===== src/rtl/mc_pkg.sv =====
// Shared definitions for the multicycle controller: state encoding, opcode and
// function constants, datapath select codes, decoded instruction classes and the
// packed control-strobe bundle driven toward the datapath.
package mc_pkg;

  localparam int unsigned INSTR_W = 32;
  localparam int unsigned OP_W    = 6;

  typedef enum logic [2:0] {
    S_FETCH  = 3'd0,
    S_DECODE = 3'd1,
    S_EXEC   = 3'd2,
    S_MEM    = 3'd3,
    S_WB     = 3'd4,
    S_TRAP   = 3'd7
  } state_e;

  localparam logic [OP_W-1:0] OP_RTYPE = 6'b000000;
  localparam logic [OP_W-1:0] OP_ORI   = 6'b001101;
  localparam logic [OP_W-1:0] OP_LUI   = 6'b001111;
  localparam logic [OP_W-1:0] OP_LW    = 6'b100011;
  localparam logic [OP_W-1:0] OP_SW    = 6'b101011;
  localparam logic [OP_W-1:0] OP_BEQ   = 6'b000100;
  localparam logic [OP_W-1:0] OP_BNE   = 6'b000101;
  localparam logic [OP_W-1:0] OP_J     = 6'b000010;
  localparam logic [OP_W-1:0] OP_JAL   = 6'b000011;

  localparam logic [OP_W-1:0] FN_ADDU  = 6'b100001;
  localparam logic [OP_W-1:0] FN_SUBU  = 6'b100011;
  localparam logic [OP_W-1:0] FN_JR    = 6'b001000;

  localparam logic [1:0] PC_PLUS4  = 2'b00;
  localparam logic [1:0] PC_BRANCH = 2'b01;
  localparam logic [1:0] PC_JUMP   = 2'b10;
  localparam logic [1:0] PC_REG    = 2'b11;

  localparam logic [2:0] ALU_ADD   = 3'b000;
  localparam logic [2:0] ALU_SUB   = 3'b001;
  localparam logic [2:0] ALU_OR    = 3'b010;
  localparam logic [2:0] ALU_LUI   = 3'b011;

  localparam logic [1:0] EXT_ZERO  = 2'b00;
  localparam logic [1:0] EXT_SIGN  = 2'b01;
  localparam logic [1:0] EXT_UPPER = 2'b10;

  localparam logic [1:0] DST_RT    = 2'b00;
  localparam logic [1:0] DST_RD    = 2'b01;
  localparam logic [1:0] DST_RA    = 2'b10;

  localparam logic [1:0] WD_ALU    = 2'b00;
  localparam logic [1:0] WD_MEM    = 2'b01;
  localparam logic [1:0] WD_PC     = 2'b10;

  typedef enum logic [3:0] {
    C_NOP, C_ADDU, C_SUBU, C_JR, C_ORI, C_LUI, C_LW, C_SW,
    C_BEQ, C_BNE, C_J, C_JAL, C_ILLEGAL
  } instr_class_e;

  typedef struct packed {
    logic       pc_write;
    logic       ir_write;
    logic       reg_write;
    logic       mem_read;
    logic       mem_write;
    logic [1:0] pc_src;
    logic [2:0] alu_op;
    logic       alu_src;
    logic [1:0] ext_op;
    logic [1:0] reg_dst;
    logic [1:0] wd_sel;
  } ctl_t;

endpackage


===== src/rtl/mc_ctrl_if.sv =====
// Controller <-> datapath bus.
//   instr, mem_ready, zero : datapath status into the controller
//   pc_write .. wd_sel      : control strobes/selects out of the controller
// master = controller side, slave = datapath side.
interface mc_ctrl_if;

  logic [31:0] instr;
  logic        mem_ready;
  logic        zero;
  logic        pc_write;
  logic        ir_write;
  logic        reg_write;
  logic        mem_read;
  logic        mem_write;
  logic [1:0]  pc_src;
  logic [2:0]  alu_op;
  logic        alu_src;
  logic [1:0]  ext_op;
  logic [1:0]  reg_dst;
  logic [1:0]  wd_sel;

  modport master (
    input  instr, mem_ready, zero,
    output pc_write, ir_write, reg_write, mem_read, mem_write,
           pc_src, alu_op, alu_src, ext_op, reg_dst, wd_sel
  );

  modport slave (
    output instr, mem_ready, zero,
    input  pc_write, ir_write, reg_write, mem_read, mem_write,
           pc_src, alu_op, alu_src, ext_op, reg_dst, wd_sel
  );

endinterface


===== src/rtl/mc_decode.sv =====
// Combinational instruction classifier.
//   instr   : IR contents
//   iclass  : decoded instruction class (C_ILLEGAL for anything unsupported)
//   illegal : 1 when the op/func pair is outside the supported set
module mc_decode
  import mc_pkg::*;
(
  input  logic [INSTR_W-1:0] instr,
  output instr_class_e       iclass,
  output logic               illegal
);

  logic [OP_W-1:0] op;
  logic [OP_W-1:0] fn;

  assign op = instr[31:26];
  assign fn = instr[5:0];

  // An all-zero word is the canonical nop and wins over the R-type func decode.
  always_comb begin
    iclass = C_ILLEGAL;
    if (instr == '0) begin
      iclass = C_NOP;
    end else begin
      case (op)
        OP_RTYPE: begin
          case (fn)
            FN_ADDU: iclass = C_ADDU;
            FN_SUBU: iclass = C_SUBU;
            FN_JR:   iclass = C_JR;
            default: iclass = C_ILLEGAL;
          endcase
        end
        OP_ORI:  iclass = C_ORI;
        OP_LUI:  iclass = C_LUI;
        OP_LW:   iclass = C_LW;
        OP_SW:   iclass = C_SW;
        OP_BEQ:  iclass = C_BEQ;
        OP_BNE:  iclass = C_BNE;
        OP_J:    iclass = C_J;
        OP_JAL:  iclass = C_JAL;
        default: iclass = C_ILLEGAL;
      endcase
    end
  end

  assign illegal = (iclass == C_ILLEGAL);

endmodule


===== src/rtl/mc_ctrl.sv =====
// Multicycle CPU controller: FETCH/DECODE/EXEC/MEM/WB sequencing with a sticky
// TRAP state, datapath strobes decoded from state plus instruction, and
// saturating cycle / retired-instruction counters.
//   clk, reset   : clock, synchronous active-low reset
//   bus          : controller side of the datapath bus
//   state        : current state encoding
//   trap         : 1 while in TRAP
//   instr_done   : 1-cycle pulse on each entry into FETCH from another state
//   cycle_cnt    : non-reset cycles seen (saturating)
//   instr_cnt    : retired instructions (saturating)
module mc_ctrl
  import mc_pkg::*;
#(
  parameter bit          MEM_HANDSHAKE = 1'b1,
  parameter int unsigned CNT_W         = 32
) (
  input  logic             clk,
  input  logic             reset,
  mc_ctrl_if.master        bus,
  output logic [2:0]       state,
  output logic             trap,
  output logic             instr_done,
  output logic [CNT_W-1:0] cycle_cnt,
  output logic [CNT_W-1:0] instr_cnt
);

  state_e       cur;
  state_e       nxt;
  ctl_t         ctl;
  instr_class_e iclass;
  logic         illegal;
  logic         mem_ok;
  logic         retire;

  mc_decode u_decode (
    .instr   (bus.instr),
    .iclass  (iclass),
    .illegal (illegal)
  );

  assign mem_ok = MEM_HANDSHAKE ? bus.mem_ready : 1'b1;
  assign retire = (nxt == S_FETCH) && (cur != S_FETCH);

  // Next state and strobe decode; strobes are forced low while reset is held.
  always_comb begin
    nxt = cur;
    ctl = '0;
    if (reset) begin
      case (cur)
        S_FETCH: begin
          ctl.mem_read = 1'b1;
          if (mem_ok) begin
            ctl.ir_write = 1'b1;
            ctl.pc_write = 1'b1;
            ctl.pc_src   = PC_PLUS4;
            nxt          = S_DECODE;
          end
        end
        S_DECODE: begin
          if (illegal) begin
            nxt = S_TRAP;
          end else begin
            case (iclass)
              C_NOP: nxt = S_FETCH;
              C_J: begin
                ctl.pc_write = 1'b1;
                ctl.pc_src   = PC_JUMP;
                nxt          = S_FETCH;
              end
              C_JAL: begin
                ctl.pc_write  = 1'b1;
                ctl.pc_src    = PC_JUMP;
                ctl.reg_write = 1'b1;
                ctl.reg_dst   = DST_RA;
                ctl.wd_sel    = WD_PC;
                nxt           = S_FETCH;
              end
              default: nxt = S_EXEC;
            endcase
          end
        end
        S_EXEC: begin
          case (iclass)
            C_ADDU: begin
              ctl.alu_op = ALU_ADD;
              nxt        = S_WB;
            end
            C_SUBU: begin
              ctl.alu_op = ALU_SUB;
              nxt        = S_WB;
            end
            C_ORI: begin
              ctl.alu_op  = ALU_OR;
              ctl.alu_src = 1'b1;
              ctl.ext_op  = EXT_ZERO;
              nxt         = S_WB;
            end
            C_LUI: begin
              ctl.alu_op  = ALU_LUI;
              ctl.alu_src = 1'b1;
              ctl.ext_op  = EXT_UPPER;
              nxt         = S_WB;
            end
            C_LW, C_SW: begin
              ctl.alu_op  = ALU_ADD;
              ctl.alu_src = 1'b1;
              ctl.ext_op  = EXT_SIGN;
              nxt         = S_MEM;
            end
            C_BEQ: begin
              ctl.pc_write = bus.zero;
              ctl.pc_src   = PC_BRANCH;
              nxt          = S_FETCH;
            end
            C_BNE: begin
              ctl.pc_write = ~bus.zero;
              ctl.pc_src   = PC_BRANCH;
              nxt          = S_FETCH;
            end
            C_JR: begin
              ctl.pc_write = 1'b1;
              ctl.pc_src   = PC_REG;
              nxt          = S_FETCH;
            end
            // IR changed under an in-flight instruction: treat as a fault.
            default: nxt = S_TRAP;
          endcase
        end
        S_MEM: begin
          if (iclass == C_SW) ctl.mem_write = 1'b1;
          else                ctl.mem_read  = 1'b1;
          if (mem_ok) nxt = (iclass == C_SW) ? S_FETCH : S_WB;
        end
        S_WB: begin
          ctl.reg_write = 1'b1;
          ctl.reg_dst   = (iclass == C_ADDU || iclass == C_SUBU) ? DST_RD : DST_RT;
          ctl.wd_sel    = (iclass == C_LW) ? WD_MEM : WD_ALU;
          nxt           = S_FETCH;
        end
        S_TRAP:  nxt = S_TRAP;
        default: nxt = S_TRAP;
      endcase
    end
  end

  // State, status flags and saturating counters.
  always_ff @(posedge clk) begin
    if (!reset) begin
      cur        <= S_FETCH;
      trap       <= 1'b0;
      instr_done <= 1'b0;
      cycle_cnt  <= '0;
      instr_cnt  <= '0;
    end else begin
      cur        <= nxt;
      trap       <= (nxt == S_TRAP);
      instr_done <= retire;
      if (cycle_cnt != '1) cycle_cnt <= cycle_cnt + CNT_W'(1);
      if (retire && instr_cnt != '1) instr_cnt <= instr_cnt + CNT_W'(1);
    end
  end

  assign state         = cur;
  assign bus.pc_write  = ctl.pc_write;
  assign bus.ir_write  = ctl.ir_write;
  assign bus.reg_write = ctl.reg_write;
  assign bus.mem_read  = ctl.mem_read;
  assign bus.mem_write = ctl.mem_write;
  assign bus.pc_src    = ctl.pc_src;
  assign bus.alu_op    = ctl.alu_op;
  assign bus.alu_src   = ctl.alu_src;
  assign bus.ext_op    = ctl.ext_op;
  assign bus.reg_dst   = ctl.reg_dst;
  assign bus.wd_sel    = ctl.wd_sel;

endmodule


===== src/flat_wrapper.sv =====
// flat-port wrapper written by rule: the top's interface ports become plain ports
module mc_ctrl_flat import mc_pkg::*;
#(
  parameter bit          MEM_HANDSHAKE = 1'b1,
  parameter int unsigned CNT_W         = 32
)
  (clk, reset, state, trap, instr_done, cycle_cnt, instr_cnt, bus_instr, bus_mem_ready, bus_zero, bus_pc_write, bus_ir_write, bus_reg_write, bus_mem_read, bus_mem_write, bus_pc_src, bus_alu_op, bus_alu_src, bus_ext_op, bus_reg_dst, bus_wd_sel);
  mc_ctrl_if bus_i ();
  input  logic clk;
  input  logic reset;
  output logic [2:0] state;
  output logic trap;
  output logic instr_done;
  output logic [CNT_W-1:0] cycle_cnt;
  output logic [CNT_W-1:0] instr_cnt;
  input wire logic [$bits(bus_i.instr)-1:0] bus_instr;
  input wire logic [$bits(bus_i.mem_ready)-1:0] bus_mem_ready;
  input wire logic [$bits(bus_i.zero)-1:0] bus_zero;
  output wire logic [$bits(bus_i.pc_write)-1:0] bus_pc_write;
  output wire logic [$bits(bus_i.ir_write)-1:0] bus_ir_write;
  output wire logic [$bits(bus_i.reg_write)-1:0] bus_reg_write;
  output wire logic [$bits(bus_i.mem_read)-1:0] bus_mem_read;
  output wire logic [$bits(bus_i.mem_write)-1:0] bus_mem_write;
  output wire logic [$bits(bus_i.pc_src)-1:0] bus_pc_src;
  output wire logic [$bits(bus_i.alu_op)-1:0] bus_alu_op;
  output wire logic [$bits(bus_i.alu_src)-1:0] bus_alu_src;
  output wire logic [$bits(bus_i.ext_op)-1:0] bus_ext_op;
  output wire logic [$bits(bus_i.reg_dst)-1:0] bus_reg_dst;
  output wire logic [$bits(bus_i.wd_sel)-1:0] bus_wd_sel;
  assign bus_i.instr = bus_instr;
  assign bus_i.mem_ready = bus_mem_ready;
  assign bus_i.zero = bus_zero;
  assign bus_pc_write = bus_i.pc_write;
  assign bus_ir_write = bus_i.ir_write;
  assign bus_reg_write = bus_i.reg_write;
  assign bus_mem_read = bus_i.mem_read;
  assign bus_mem_write = bus_i.mem_write;
  assign bus_pc_src = bus_i.pc_src;
  assign bus_alu_op = bus_i.alu_op;
  assign bus_alu_src = bus_i.alu_src;
  assign bus_ext_op = bus_i.ext_op;
  assign bus_reg_dst = bus_i.reg_dst;
  assign bus_wd_sel = bus_i.wd_sel;
  mc_ctrl #(.MEM_HANDSHAKE(MEM_HANDSHAKE), .CNT_W(CNT_W)) u_core (.clk(clk), .reset(reset), .bus(bus_i), .state(state), .trap(trap), .instr_done(instr_done), .cycle_cnt(cycle_cnt), .instr_cnt(instr_cnt));
endmodule

===== config.mk =====
export PLATFORM = sky130hd
export DESIGN_NAME = mc_ctrl_flat
export DESIGN_NICKNAME = d
export VERILOG_FILES = /design/src/rtl/mc_pkg.sv /design/src/rtl/mc_ctrl_if.sv /design/src/rtl/mc_decode.sv /design/src/rtl/mc_ctrl.sv /design/src/flat_wrapper.sv
export SDC_FILE = /design/constraint.sdc
export NUM_CORES = 1
export LEC_CHECK = 0
export CAP_MARGIN = 20
export CORE_MARGIN = 3
export CORE_UTILIZATION = 45
export DETAILED_ROUTE_END_ITERATION = 10
export PLACE_DENSITY = 0.88
export SLEW_MARGIN = 10
export SYNTH_ARGS = -nofsm -noshare
export SYNTH_HDL_FRONTEND = slang
export SYNTH_SLANG_ARGS = --single-unit

===== constraint.sdc =====
create_clock -name clk -period 3.7 [get_ports clk]
set_input_delay 0.74 -clock clk [delete_from_list [all_inputs] [get_ports clk]]
set_output_delay 0.74 -clock clk [all_outputs]
set_load 0.1 [all_outputs]

**Placed cells, one colour a class**

(3 px per µm)
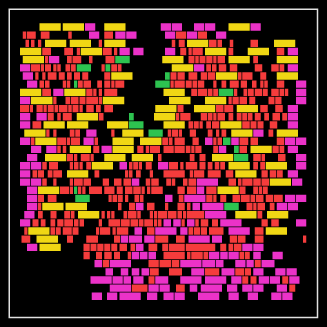
class	colour	cells	share of their area
remaining logic cells	red	431	46%
registers	yellow	69	24%
clock drivers and dummy loads	green	16	2.7%
remaining buffers and delay cells	magenta	150	27%
Core ar.: 8850 µm²
Core Util, Final: 0.679
final instance area: 6010 µm²
row count: 34
Seq/total area: 0.230

**Cell placement**

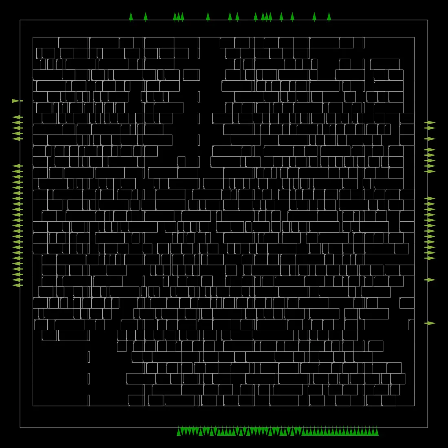
# fillers: 721
Flops: 69
tap cell count: 108
Finished Layout Cells: 774

==> results.json <==
{
  "outcome": "complete, but fails checks",
  "violations": "setup timing",
  "whs_path_depth": 2,
  "synthTopCellsByArea": "dfxtp_1 (33%), nor2_1 (4.9%), nand2_1 (4.1%), a21oi_1 (3.8%), or4_1 (3.2%)",
  "yosys.cell_count.top_type": "dfxtp_1",
  "setup_viol_count_final": 1,
  "ys_cells": 525,
  "antenna_left": 0,
  "clock_latency_ns": 0.35,
  "p_comb_mw": 1.05,
  "crit_top_cell": "nor2_1",
  "hold_path.class": "reg -> reg",
  "syn2layout_area_growth_pct": 44.2,
  "dr.pass1.iters": 6,
  "fp-utilization": 0.471,
  "use_met3": 0.0669,
  "fin_crit_ns": 3.72,
  "post_cts_resized": 1,
  "layout_top_cell": "clkdlybuf4s50_1",
  "grt_max_degree": 53,
  "crit_path_start_kind": "input port",
  "drc": 0,
  "synth_area_per_cell_um2": 7.94,
  "final_cell_mix": "clkdlybuf4s50_1 (97), dfxtp_1 (69), nor2_1 (50)",
  "worst_slack_ns": -0.0217,
  "port-buffer-count": 120,
  "htree_num_levels": 3,
  "powerDensity_nw_per_um2": 402,
  "fmax_mhz": 269,
  "cts.sinks": 69,
  "layout.nets": 699,
  "vias_per_cell": 5.80,
  "gr-usage-all-layers": 0.239,
  "die_w_um": 102,
  "syn_area_um2": 4170,
  "clk_pin_slew_ns": 0.08,
  "post_cts_buffers": 0,
  "switching_share": 0.451,
  "syn_nets": 563
}
**Routed metal, one colour a layer**

(4 px per µm) Two of the layers only.
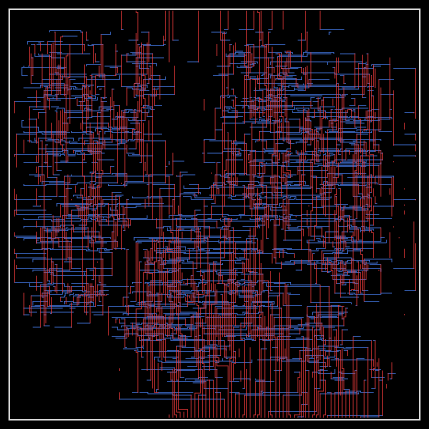
layer	colour	wire length
M1	blue	5310 µm
M2	red	6170 µm
wire length per cell: 16.1 µm
DRT Wirelength: 12400 µm
routed vias: 4491

**Where the registers sit**

(6 px per µm) Other sequential cells in the stronger grey, the rest of the logic in the fainter grey.
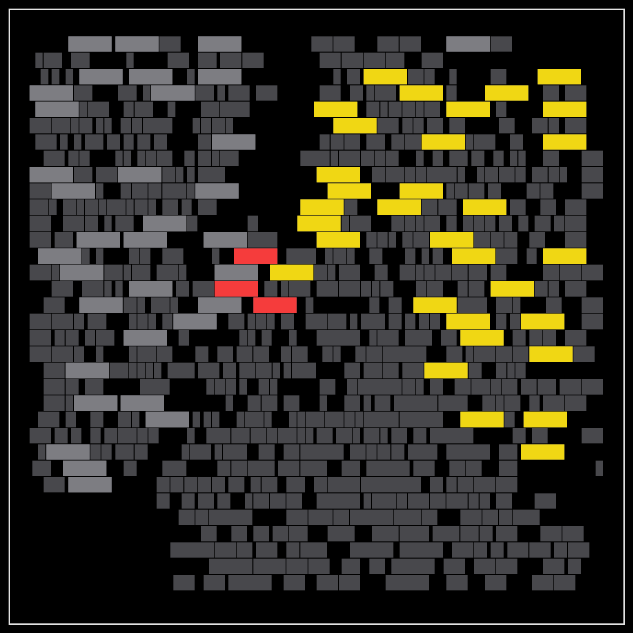
signal	colour	flops
`u_core.instr_cnt`	yellow	32
`u_core.state`	red	3
not coloured	34
register area: 1380 µm²
Seq group: 0.832 mW

layout make-up:
| cell class | count | area [µm²] | area share |
|---|---|---|---|
| multi-input cells | 414 | 2660 | 0.442 |
| repair buffers | 150 | 1610 | 0.268 |
| flip-flops and latches | 69 | 1380 | 0.230 |
| well taps | 108 | 135 | 0.0225 |
| clock buffers | 11 | 131 | 0.0219 |
| inverters | 17 | 63.8 | 0.0106 |
| clock inverters | 5 | 27.5 | 0.00458 |
metrics by stage:
stage	power, mW	utilization	TNS [ns]	cells	worst slack (ns)
after global routing	2.53	0.679	-0.0678	774	-0.0678
after global placement	1.87	0.656	0	757	0.0426
after floorplan	1.62	-	-0.301	525	-0.301
after CTS	2.41	0.675	0	773	0.00544
after detailed placement	1.89	0.656	-0.0315	757	-0.0200
final	2.41	0.679	-0.0217	774	-0.0217
final timing paths:
kind / slack, ns / startpoint / to
worst max-delay path: -0.02 / bus_instr[26] / bus_alu_op[0]
worst max register to register: 1.06 / u_core.instr_cnt[0]$_SDFFE_PN0P_ / u_core.instr_cnt[12]$_SDFFE_PN0P_
worst min-delay path: 0.50 / u_core.instr_cnt[7]$_SDFFE_PN0P_ / u_core.instr_cnt[7]$_SDFFE_PN0P_
worst min register to register: 0.50 / u_core.instr_cnt[7]$_SDFFE_PN0P_ / u_core.instr_cnt[7]$_SDFFE_PN0P_
kinds of logic (layout without fill, tap and decap cells):
group / count (synthesis) / after routing / share of synthesized area
buf+inv: 42 / 183 / 0.0471
simple gates: 274 / 274 / 0.366
compound gates: 100 / 100 / 0.167
other cells: 1 / 1 / 0.000900
mux: 12 / 12 / 0.0291
xor+xnor: 25 / 25 / 0.0525
fa+ha+maj: 2 / 2 / 0.00600
flops: 69 / 69 / 0.331
No activity file was given, so power comes from the tool's default toggle rates.
